**src/rtl/seq_source_pkg.sv**
```systemverilog
// Shared types and helpers for the ndata sequence source: the config word layout,
// FSM states and the per-beat lane keep mask.
package seq_source_pkg;

    localparam int DATA_WIDTH   = 32;
    localparam int NUM_ELEMENTS = 8;
    localparam int COUNT_WIDTH  = 32;

    typedef logic [DATA_WIDTH-1:0]  data_t;
    typedef logic [COUNT_WIDTH-1:0] count_t;

    typedef struct packed {
        data_t  start;
        data_t  step;
        count_t count;
    } cfg_t;

    typedef enum logic {
        IDLE,
        RUN
    } state_t;

    localparam count_t BEAT_COUNT = count_t'(NUM_ELEMENTS);

    // Lane i is kept while more than i elements are still owed to the packet.
    function automatic logic [NUM_ELEMENTS-1:0] keep_mask(input count_t remaining);
        logic [NUM_ELEMENTS-1:0] mask;
        for (int i = 0; i < NUM_ELEMENTS; i++) begin
            mask[i] = (remaining > count_t'(i));
        end
        return mask;
    endfunction

endpackage

```
**src/rtl/ndata_seq_source.sv**
```systemverilog
// Arithmetic sequence generator: one packet per accepted config word, packed
// NUM_ELEMENTS per beat with keep/last framing.
import seq_source_pkg::*;

module ndata_seq_source (
    input  logic                           clk,
    input  logic                           rst_n,
    input  logic                           cfg_valid,
    output logic                           cfg_ready,
    input  cfg_t                           cfg,
    output data_t [NUM_ELEMENTS-1:0]       out_data,
    output logic  [NUM_ELEMENTS-1:0]       out_keep,
    output logic                           out_last,
    output logic                           out_valid,
    input  logic                           out_ready
);

    state_t state;
    data_t  stride;
    count_t remaining;
    count_t rem_next;
    logic   out_fire;
    logic   cfg_fire;

    // A new config may land on the final-beat handshake so packets run back-to-back.
    always_comb begin
        out_fire  = out_valid && out_ready;
        cfg_ready = rst_n && ((state == IDLE) || (out_fire && out_last));
        cfg_fire  = cfg_valid && cfg_ready;
        rem_next  = (remaining > BEAT_COUNT) ? (remaining - BEAT_COUNT) : '0;
    end

    always_ff @(posedge clk) begin
        if (!rst_n) begin
            state     <= IDLE;
            out_valid <= 1'b0;
            out_last  <= 1'b0;
            out_keep  <= '0;
        end else if (cfg_fire) begin
            state     <= RUN;
            out_valid <= 1'b1;
            remaining <= cfg.count;
            stride    <= cfg.step * data_t'(NUM_ELEMENTS);
            out_keep  <= keep_mask(cfg.count);
            out_last  <= (cfg.count <= BEAT_COUNT);
        end else if (out_fire) begin
            if (out_last) begin
                state     <= IDLE;
                out_valid <= 1'b0;
                out_last  <= 1'b0;
                out_keep  <= '0;
            end else begin
                remaining <= rem_next;
                out_keep  <= keep_mask(rem_next);
                out_last  <= (rem_next <= BEAT_COUNT);
            end
        end
    end

    // Each lane steps by the whole-beat stride, wrapping modulo 2^DATA_WIDTH.
    for (genvar i = 0; i < NUM_ELEMENTS; i++) begin : g_lane
        data_t lane;

        always_ff @(posedge clk) begin
            if (cfg_fire) begin
                lane <= cfg.start + cfg.step * data_t'(i);
            end else if (out_fire) begin
                lane <= lane + stride;
            end
        end

        assign out_data[i] = lane;
    end

endmodule

```
**config.mk**
```make
export PLATFORM = sky130hd
export DESIGN_NAME = ndata_seq_source
export DESIGN_NICKNAME = d
export VERILOG_FILES = /design/src/rtl/seq_source_pkg.sv /design/src/rtl/ndata_seq_source.sv
export SDC_FILE = /design/constraint.sdc
export NUM_CORES = 2
export LEC_CHECK = 0
export CORE_ASPECT_RATIO = 0.8
export CORE_MARGIN = 2
export CORE_UTILIZATION = 65
export DETAILED_ROUTE_END_ITERATION = 8
export HOLD_SLACK_MARGIN = 0.15
export PLACE_DENSITY = 0.95
export SKIP_LAST_GASP = 1
export SLEW_MARGIN = 20
export SYNTH_ARGS = -nofsm -noshare
export SYNTH_HDL_FRONTEND = slang
export SYNTH_SLANG_ARGS = --single-unit
```
**constraint.sdc**
```tcl
create_clock -name clk -period 11.9 [get_ports clk]
set_clock_uncertainty 0.1 [all_clocks]
set_input_delay 2.38 -clock clk [delete_from_list [all_inputs] [get_ports clk]]
set_output_delay 2.38 -clock clk [all_outputs]
set_load 0.1 [all_outputs]
```
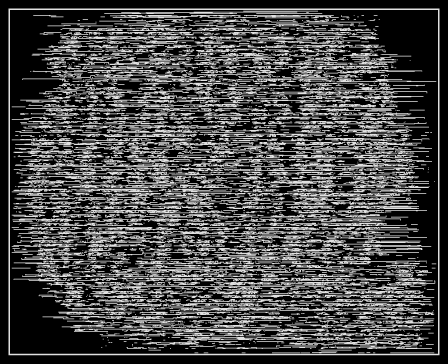
Fig. 1. Metal 1.
- wire length on this layer: 46.7 mm
- longest straight run: 106 µm

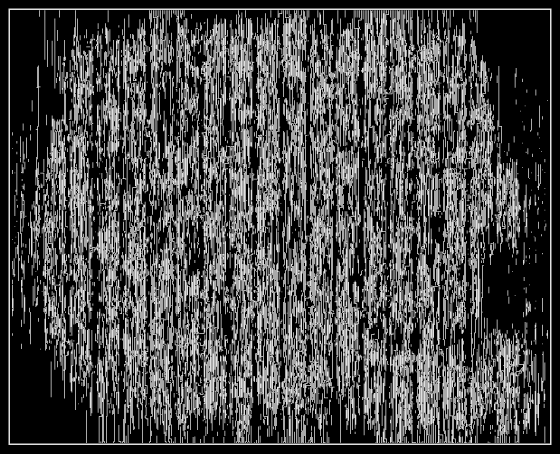
Fig. 2. The metal 2 layer.
- nets with wire on the layer: 4762
- share of all routed wire: 43%
- wire length on this layer: 53.3 mm

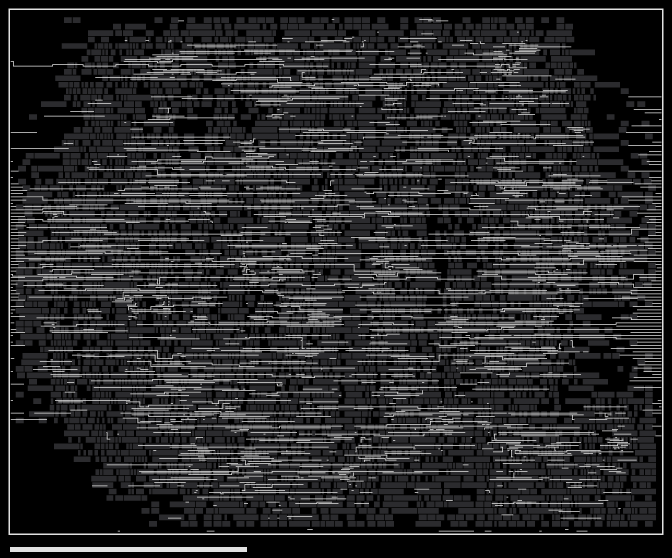
Fig. 3. The metal 3 layer.
Scale bar: 100 µm. Cells faint in the background.
- main direction: horizontal
- longest straight run: 94.1 µm
- nets with wire on the layer: 763
Post-Route WL: 123.5 mm
vias: 36802

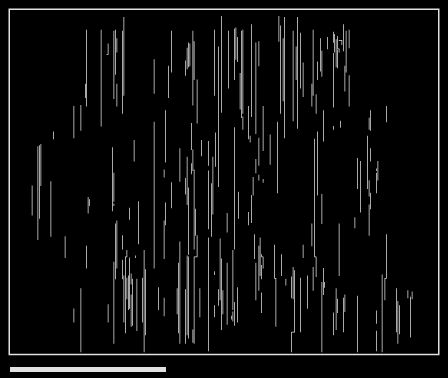
Fig. 4. The metal 4 layer.
Scale bar: 100 µm.
- main direction: vertical
- wire length on this layer: 5530 µm

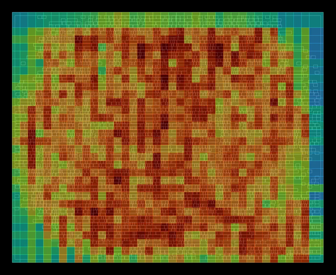
Fig. 5. Routing congestion map.
M2 GR Usage: 0.6198
met1 Usage GRT: 0.5294
GR met3 Demand/Resource: 0.09962
Global Route Usage Sum: 0.3986
routed wire length per instance: 22.28 µm

==> results_dict.tcl <==
# implementation run metrics
set metrics [dict create \
    cts_buffers 39 \
    ff2ff_path_depth 13 \
    setup_tns_ps 0 \
    powerDensity_mw_per_mm2 162.1 \
    worstHoldStart "out_keep[2]$_SDFFE_PN0N_" \
    n_clock_buffer 47 \
    grt_overflow 0 \
    crit_start "cfg[33]" \
    nNetsFinal 5476 \
    floorplan.nets 5120 \
    synth_cell_types 89 \
    lay_top_count "ha_1" \
    grt_pass1_vias 35877 \
    synth_top_cell_by_area "edfxtp_1" \
    place.gp.congestion 0.9907 \
    worst_slew_pin_slew_ps 1234 \
    aoi_share 0.2356 \
    ys_seq_share 0.2473 \
    rsz0062_at_grt "no" \
    rr_startpoint "stride[4]$_DFFE_PP_" \
    cap_viol_max_count 0 \
    drc_errors 0 \
    synthXorXnorAreaFrac 0.09497 \
    num_rows 79 \
    cts-root-buf "clkbuf_16" \
    max_freq_ghz 0.1211 \
    seq_area_mm2 0.009419 \
    status "finished clean" \
    max_stage_delay_ps 840 \
    arrival_ps 8470 \
    ff2ff_setup_slack_ps 6880 \
    ctsHoldBuffers 0 \
    synthCells 4389 \
    die_w_um 274.6 \
    ys_area_mm2 0.03809 \
    post_drt_via_cell_ratio 6.641 \
    dominant_cells "multi-input combinational cells" \
    clock.latency.late_pin_ps 600 \
    crit_end "g_lane[6].lane[31]$_DFFE_PN_" \
    comb_cells 3676 \
    ys_top_logic_family "AND-OR/OR-AND gates" \
    mostFrequentLayoutCells "ha_1, a21oi_1, clkdlybuf4s50_1" \
    wl_met2_mm 53.29 \
    hold_depth 2 \
    cts_sinks 317 \
    inverters 305 \
    hold_slack_ps 426.3 \
    final_cells 5542 \
    netSwitchingPower_uw 3461 \
    critPathLaunchType "input port" \
    path_common_cell "a21oi_1" \
    netlist.area_leader.share 0.2420 \
    top_cells_by_area "edfxtp_1, ha_1, fa_1" \
    cp_max_fo 14 \
    ir_drop_mv 0.1347 \
    wl_met3_mm 17.97 \
    nonClockBufferCount 406 \
    setup-violations-final 0 \
    min_period_over_period 0.6942 \
    io-pin-count 367 \
    critPathBufInv 2 \
]
